### src/rtl/controlador_contador_if.sv
// Board-side signal bundle for the up/down counter controller: raw buttons,
// level controls and preset switches in, count and status out.
interface controlador_contador_if;
   logic       btn_start;
   logic       btn_pause;
   logic       dir_up;
   logic       load_en;
   logic [3:0] load_val;
   logic [3:0] value;
   logic [1:0] state;
   logic       tick;
   logic       wrap;

   modport master (
      output btn_start, btn_pause, dir_up, load_en, load_val,
      input  value, state, tick, wrap
   );

   modport slave (
      input  btn_start, btn_pause, dir_up, load_en, load_val,
      output value, state, tick, wrap
   );
endinterface

### src/rtl/controlador_contador.sv
// Prescaled 4-bit up/down counter with start/pause buttons and preset load.
//   state | meaning
//   IDLE  | stopped, load allowed, waiting for start
//   RUN   | prescaler advancing, one count step per PRESCALE cycles
//   PAUSE | stopped with prescaler held, load allowed, start/pause resumes
module controlador_contador #(
   parameter int PRESCALE = 50000000
) (
   input logic                  clk,
   input logic                  rst_n,
   controlador_contador_if.slave bus
);
   localparam int PW = $clog2(PRESCALE);
   localparam logic [PW-1:0] PMAX = PW'(PRESCALE - 1);

   typedef enum logic [1:0] {
      IDLE  = 2'b00,
      RUN   = 2'b01,
      PAUSE = 2'b10
   } st_t;

   st_t           st;
   logic [1:0]    start_sy;
   logic [1:0]    pause_sy;
   logic [1:0]    dir_sy;
   logic [1:0]    load_sy;
   logic          start_prev;
   logic          pause_prev;
   logic [1:0]    fill;
   logic [PW-1:0] pre;
   logic [3:0]    cnt;
   logic          tick_r;
   logic          wrap_r;
   logic          start_ev;
   logic          pause_ev;

   assign start_ev = start_sy[1] & ~start_prev;
   assign pause_ev = pause_sy[1] & ~pause_prev;

   always_ff @(posedge clk) begin
      if (!rst_n) begin
         st         <= IDLE;
         start_sy   <= '0;
         pause_sy   <= '0;
         dir_sy     <= '0;
         load_sy    <= '0;
         // Edge history starts "high" so a button held through reset is not an event.
         start_prev <= 1'b1;
         pause_prev <= 1'b1;
         fill       <= '0;
         pre        <= '0;
         cnt        <= '0;
         tick_r     <= 1'b0;
         wrap_r     <= 1'b0;
      end else begin
         start_sy <= {start_sy[0], bus.btn_start};
         pause_sy <= {pause_sy[0], bus.btn_pause};
         dir_sy   <= {dir_sy[0], bus.dir_up};
         load_sy  <= {load_sy[0], bus.load_en};
         fill     <= {fill[0], 1'b1};
         // Only track real history once the synchronizers hold post-reset samples.
         start_prev <= fill[1] ? start_sy[1] : 1'b1;
         pause_prev <= fill[1] ? pause_sy[1] : 1'b1;
         tick_r   <= 1'b0;
         wrap_r   <= 1'b0;

         case (st)
            IDLE: begin
               if (load_sy[1]) cnt <= bus.load_val;
               if (start_ev) begin
                  st  <= RUN;
                  pre <= '0;
               end
            end
            RUN: begin
               if (pause_ev) begin
                  st <= PAUSE;
               end else if (pre == PMAX) begin
                  pre    <= '0;
                  tick_r <= 1'b1;
                  if (dir_sy[1]) begin
                     cnt    <= cnt + 4'd1;
                     wrap_r <= (cnt == 4'hF);
                  end else begin
                     cnt    <= cnt - 4'd1;
                     wrap_r <= (cnt == 4'h0);
                  end
               end else begin
                  pre <= pre + PW'(1);
               end
            end
            PAUSE: begin
               if (load_sy[1]) cnt <= bus.load_val;
               if (start_ev || pause_ev) st <= RUN;
            end
            default: st <= IDLE;
         endcase
      end
   end

   assign bus.value = cnt;
   assign bus.state = st;
   assign bus.tick  = tick_r;
   assign bus.wrap  = wrap_r;
endmodule

### src/flat_wrapper.sv
// flat-port wrapper written by rule: the top's interface ports become plain ports
module controlador_contador_flat 
#(
   parameter int PRESCALE = 50000000
)
  (clk, rst_n, bus_btn_start, bus_btn_pause, bus_dir_up, bus_load_en, bus_load_val, bus_value, bus_state, bus_tick, bus_wrap);
  controlador_contador_if bus_i ();
  input logic clk;
  input logic rst_n;
  input wire logic [$bits(bus_i.btn_start)-1:0] bus_btn_start;
  input wire logic [$bits(bus_i.btn_pause)-1:0] bus_btn_pause;
  input wire logic [$bits(bus_i.dir_up)-1:0] bus_dir_up;
  input wire logic [$bits(bus_i.load_en)-1:0] bus_load_en;
  input wire logic [$bits(bus_i.load_val)-1:0] bus_load_val;
  output wire logic [$bits(bus_i.value)-1:0] bus_value;
  output wire logic [$bits(bus_i.state)-1:0] bus_state;
  output wire logic [$bits(bus_i.tick)-1:0] bus_tick;
  output wire logic [$bits(bus_i.wrap)-1:0] bus_wrap;
  assign bus_i.btn_start = bus_btn_start;
  assign bus_i.btn_pause = bus_btn_pause;
  assign bus_i.dir_up = bus_dir_up;
  assign bus_i.load_en = bus_load_en;
  assign bus_i.load_val = bus_load_val;
  assign bus_value = bus_i.value;
  assign bus_state = bus_i.state;
  assign bus_tick = bus_i.tick;
  assign bus_wrap = bus_i.wrap;
  controlador_contador #(.PRESCALE(PRESCALE)) u_core (.clk(clk), .rst_n(rst_n), .bus(bus_i));
endmodule
### config.mk
export PLATFORM = sky130hd
export DESIGN_NAME = controlador_contador_flat
export DESIGN_NICKNAME = d
export VERILOG_FILES = /design/src/rtl/controlador_contador_if.sv /design/src/rtl/controlador_contador.sv /design/src/flat_wrapper.sv
export SDC_FILE = /design/constraint.sdc
export NUM_CORES = 1
export LEC_CHECK = 0
export CAP_MARGIN = 20
export CORE_MARGIN = 5
export CORE_UTILIZATION = 45
export DETAILED_ROUTE_END_ITERATION = 16
export GPL_TIMING_DRIVEN = 0
export PLACE_DENSITY = 0.67
export SLEW_MARGIN = 25
export SYNTH_ARGS = -nofsm -noshare
export SYNTH_HDL_FRONTEND = slang
export SYNTH_SLANG_ARGS = --single-unit
### constraint.sdc
create_clock -name clk -period 2.1 [get_ports clk]
set_input_delay 0.63 -clock clk [delete_from_list [all_inputs] [get_ports clk]]
set_output_delay 0.63 -clock clk [all_outputs]
set_load 0.1 [all_outputs]
==> run_1/detail.png <==
Region (0, 41) to (40, 81) µm. Cells in gray, sequential cells in the stronger gray; small squares are vias.
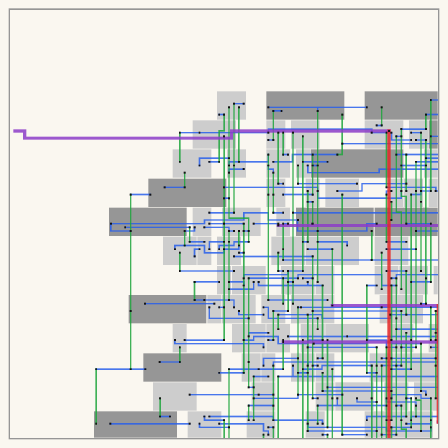
Red shows metal 4. Blue shows metal 1. Green shows metal 2. Purple shows metal 3.
68 logic cells have their middle in the window. Sequential cells in the window: 10. Netlist names of flops here include u_core.pre (10). Most frequent: xnor2_1 (6), nor2_1 (6), dfxtp_1 (6).

==> run_1/wires.png <==
Only two layers are drawn.
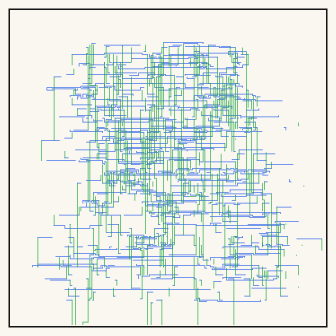
Green shows metal 2, wire length 2170 µm. Blue shows metal 1, wire length 2410 µm.
gr usage total: 16.21%
Detailed Route WL: 4971 µm
via count: 1951
wire length per cell: 14.08 µm

==> flow_summary_export.csv, run 1 <==
group,metric,value,unit
outcome,status,"completed",
clocking,clock_path_buffers,2,
power_and_ir_drop,combPwrFrac,7.8,%
critical_path,critical_path_class,"register to register",
power_and_ir_drop,p_leak,0.9403,nW
drt,dr.first_iter.drc_count,129,
drt,antenna_left,0,
drt,dr.pass1.iters,5,
clocking,cts_inserted_buffers,5,
power_and_ir_drop,p_clk_share,35.4,%
power_and_ir_drop,intPower,1.197,mW
synth,adder_share,2.546,%
die,die_y,80.88,µm
final_timing,rsz0062_at_grt,"yes",
critical_path,reg2reg_depth,5,
power_and_ir_drop,power_leader,"sequential cells",
clocking,postCtsHoldBufs,0,
power_and_ir_drop,pg_clk,0.553,mW
job,warnings,28,
power_and_ir_drop,switchingPower,0.3639,mW
worst_hold_path,min-delay-start,"u_core.fill[1]",
die,chip_area,6542,µm²
final_timing,min_period_over_period,99.37,%
synth,synth.comb.largest_family,"simple AND/OR/NAND/NOR gates",
clocking,htreeDepth,2,
synth,postSynthSeqShare,40.73,%
critical_path,regToRegEndpoint,"u_core.pre[25]",
synth,synthDistinctLibCells,60,
synth,mux_area_share,0.9408,%
drt,vias_per_cell,5.527,
synth,netlist_instances,254,
placement,gp_congestion,0.8733,
clocking,clock_latency,0.30,ns
critical_path,worstSetupEndpoint,"u_core.pre[25]",
grt,grt_pass1_vias,1815,
synth,synth.avg_cell_area,8.901,µm²
clocking,ctsRootBufferMaster,"clkbuf_8",
final_timing,maxSlewViolCount,0,
placement,hpwl,3421,µm
critical_path,crit_arrival,2.32,ns
placement,placement.io_buffers,17,
final_timing,worstMarginPinSlew,0.9449,ns
power_and_ir_drop,switching_share,23.31,%
die,io_pins,18,
final_layout,final_common_cell,"dfxtp_1",
final_layout,fillCellCount,430,
final_timing,hold_viol,0,
grt,antenna_found_initial,0,
worst_hold_path,hp-class,"register to register",
power_and_ir_drop,p_comb,0.122,mW
final_layout,diodes,0,
synth,ys_sh_xor,4.649,%
synth,synthArstFlopShare,0,%
final_layout,flop_area,958.4,µm²
synth,ys_sh_simple,31.99,%
final_layout,layout-drive-gt1-share,27.97,%
final_layout,final_cell_area,2833,µm²
==> run_1/flops_by_reg.png <==
The bar under the picture is 20 µm long.
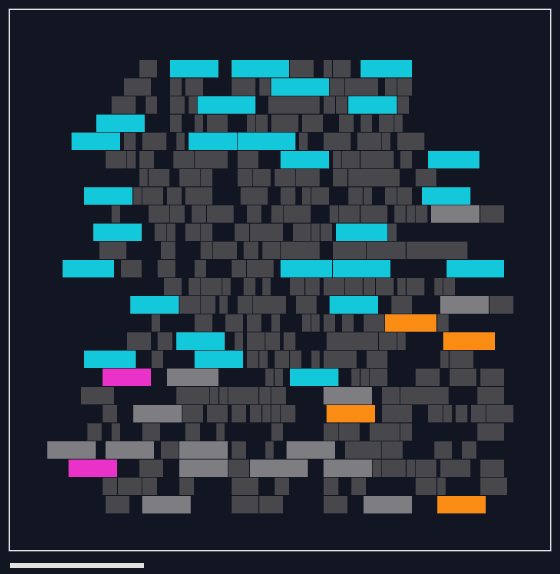
Magenta shows u_core.start_sy, flops 2. Cyan shows u_core.pre, flops 26. Orange shows u_core.bus.value, flops 4.
Another 14 sequential cells are not colored.
Seq area share: 33.83%
Seq power: 0.886 mW
final design utilization: 59.19%

[run 1: synthesized netlist by cell type, drive strengths merged, types with 4 or more instances]
| cell type | count | area share, % |
|---|---|---|
| clkbuf | 6 | 1.9 |
| o21a | 5 | 1.7 |
| nor2 | 26 | 4.3 |
| nand3b | 4 | 1.3 |
| nand2 | 16 | 2.8 |
| inv | 6 | 1.0 |
| and2 | 12 | 3.4 |
| nor3 | 9 | 2.0 |
| a21oi | 12 | 2.7 |
| dfxtp | 46 | 41 |
| o21ai | 9 | 2.5 |
| nor4 | 10 | 2.8 |
| or4 | 5 | 2.0 |
| or3 | 9 | 2.5 |
| nand4 | 8 | 2.5 |
| xnor2 | 11 | 4.3 |
| nand3 | 10 | 2.2 |
| a211oi | 4 | 1.3 |
[run 1: worst max-delay path: stages, from the launching register on]
cell and delay (ns):
dfxtp_4 0.39, nand4_4 0.14, or4_4 0.56, or4_4 0.45
or3_1 0.35, a21oi_1 0.13
[run 1: timing repair]
item                                    4_1_cts  5_1_grt
buffers inserted                              2        4
gates cloned                                  1        0
endpoints found under the setup margin       34       24
hold endpoints to repair                      0        0
gates resized                                51       19
pin swaps                                     4        4
[run 1: final cells by class]
cell class | count | share of cell area (%)
clock buffer | 7 | 3.048
sequential | 46 | 33.83
multi-input combinational | 192 | 48.23
timing repair buffer | 24 | 8.260
tap | 67 | 2.959
clock inverter | 1 | 0.1767
inverter | 7 | 0.9276
buffer | 9 | 2.562
[run 1: per-layer routing]
metal / share of wire [%] / vias to the layer above / wire [µm] / global-route usage [%]
met4: 1.8 / 0 / 87 / 6.081
met1: 49 / 909 / 2414 / 22.36
met3: 6.0 / 10 / 298 / 2.993
li1: - / 990 / - / -
met2: 44 / 42 / 2172 / 25.12
met5: 0 / - / 0 / 0
==> run_1/io_fan.png <==
The bar under the picture is 20 µm long.
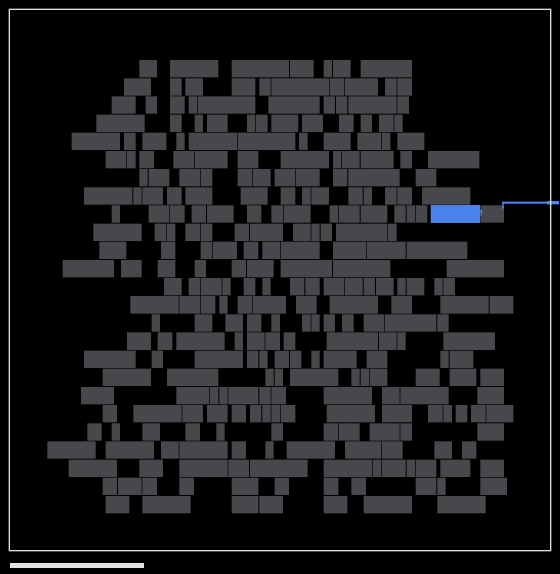

==> run 1 -> run 2 <==
--- a/config.mk
+++ b/config.mk
@@ -10,7 +10,8 @@
 export CORE_UTILIZATION = 45
 export DETAILED_ROUTE_END_ITERATION = 16
 export GPL_TIMING_DRIVEN = 0
-export PLACE_DENSITY = 0.67
+export PLACE_DENSITY = 0.66
+export RECOVER_POWER = 100
 export SLEW_MARGIN = 25
 export SYNTH_ARGS = -nofsm -noshare
 export SYNTH_HDL_FRONTEND = slang
==> run_2/io_fan.png <==
The bar under the picture is 20 µm long.
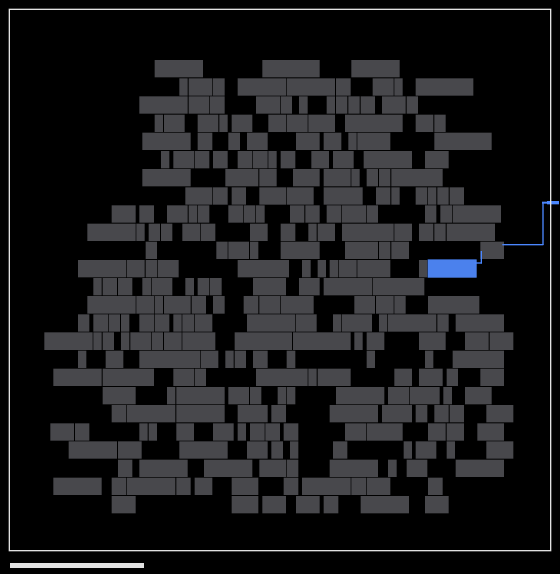
Blue shows bus_tick, direction output, edge east, end cells 1, buffers 1, wire 15.6 µm.
Boundary Pins: 18
IO buf count: 17

==> run_2/flops_by_reg.png <==
The bar under the picture is 20 µm long.
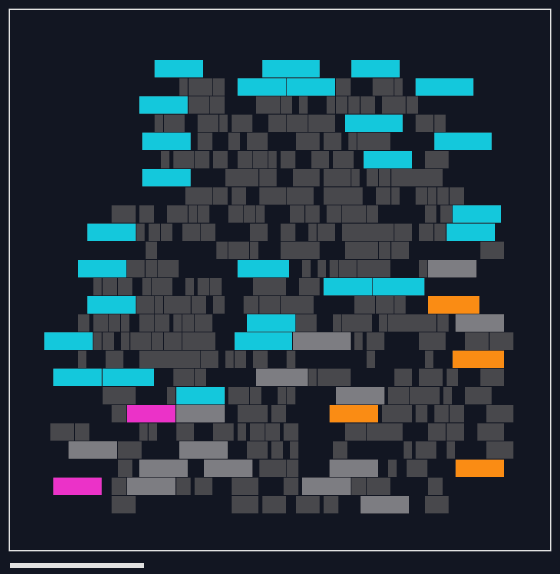
Orange shows u_core.bus.value, flops 4. Cyan shows u_core.pre, flops 26. Magenta shows u_core.start_sy, flops 2.
Another 14 sequential cells are not colored.
final design utilization: 58.01%
Seq power: 0.888 mW

==> flow_summary_export.csv, run 2 <==
group,metric,value,unit
outcome,status,"finished, violations left",
outcome,violations,"negative setup slack",
drt,wl_per_cell,14.62,µm
grt,grt_pass1_vias,1842,
critical_path,cpPeakStageDelay,0.57,ns
clocking,postCtsHoldBufs,0,
critical_path,critical_path_class,"register to register",
drt,wirelength,5133,µm
synth,synthArstFlopShare,0,%
synth,synth_dominant_cell_count,"dfxtp_1",
synth,synth.cells.most_frequent,"dfxtp_1 (46), nor2_1 (26), nand2_1 (15)",
grt,busiest_layer,"met2",
grt,grtUsageMet2,26.68,%
synth,postSynthSeqShare,40.73,%
critical_path,worstPathCellList,"ha_4 > and4_4 > nand2_2 > or4_4 > or3_2 > a21oi_1",
power_and_ir_drop,p_clk_share,35.3,%
drt,vias,1966,
final_layout,layout-drive-gt1-share,24.65,%
final_timing,setup_violations,1,
clocking,clock_path_buffers,2,
clocking,cts_inserted_buffers,5,
final_timing,min_period_over_period,100.4,%
final_timing,fin_crit,2.108,ns
critical_path,crit_arrival,2.33,ns
final_timing,rsz0062_at_grt,"yes",
final_layout,diodes,0,
drt,dr.pass1.iters,4,
final_timing,worstMarginPinSlew,0.9501,ns
final_timing,setup_ws,-0.007548,ns
clocking,ctsRootBufferMaster,"clkbuf_8",
final_timing,maxSlewViolCount,0,
placement,gp_congestion,0.8387,
synth,area_leaders,"dfxtp_1 (41%), nor2_1 (4.3%), xnor2_1 (4.3%)",
power_and_ir_drop,switchingPower,0.3626,mW
power_and_ir_drop,p_leak,0.9055,nW
die,die_y,80.88,µm
power_and_ir_drop,combPwrFrac,7.8,%
synth,synth.avg_cell_area,8.901,µm²
synth,yosys.area.top_type,"dfxtp_1",
grt,antenna_found_initial,0,
drt,dr.first_iter.drc_count,115,
drt,vias_per_cell,5.601,
power_and_ir_drop,switching_share,23.23,%
clocking,htreeDepth,2,
critical_path,reg2reg_depth,6,
synth,top_cell_area_share,40.73,%
synth,ff_type,"dfxtp_1",
final_layout,final_cell_area,2776,µm²
critical_path,cp_slowest_cell,"or4_4",
run 2: timing repair:
action                                 CTS  global route
gates resized                           46            12
gates cloned                             0             1
pin swaps                                4             5
buffers inserted                         4             0
setup endpoints to repair               35            24
endpoints found under the hold margin    0             0
run 2: worst max-delay path: cells and delay by family (launching register included):
kind | cells | cell delay [ns]
and+or+nand+nor | 4 | 1.36
DFF | 1 | 0.38
adders and majority gates | 1 | 0.15
AOI/OAI and AO/OA | 1 | 0.14
run 2: cell families after synthesis:
family	count (synthesis)	share of synthesized area, %
DFF	46	40.73
buffers and inverters	16	3.984
xor gates and xnor gates	12	4.649
adders and majority gates	4	2.546
AOI/OAI and AO/OA	48	15.16
muxes	2	0.9408
and+or+nand+nor	126	31.99
run 2: power groups by stage:
stage	Combinational [mW]	Clock, mW	Sequential, mW
2_1_floorplan	0.0554	0	0.935
3_3_place_gp	0.114	0	0.914
4_1_cts	0.120	0.570	0.889
6_report	0.121	0.551	0.888
3_5_place_dp	0.115	0	0.915
5_1_grt	0.131	0.614	0.890
run 2: area by class of cell:
cell class                 count  area (µm²)
fill                         421        2009
multi-input combinational    192        1336
sequential                    46       950.9
timing repair buffer          22       215.2
clock buffer                   7       86.33
tap                           67       83.83
buffer                         9       72.57
inverter                       7       26.28
clock inverter                 1       5.005
run 2: per-layer routing:
metal	up-vias	wire, µm
met2	54	2374
met4	0	65
li1	991	-
met1	915	2433
met5	-	0
met3	6	258
run 2: worst paths after layout:
| check | from | to | slack (ns) |
|---|---|---|---|
| min | u_core.fill[1] | u_core.pause_prev | 0.41 |
| max | u_core.pre[0] | u_core.pre[16] | -0.008 |
| min reg2reg | u_core.fill[1] | u_core.pause_prev | 0.41 |
| max reg2reg | u_core.pre[0] | u_core.pre[16] | -0.008 |
Power figures rest on the tool's default switching activity, not on a simulated workload.
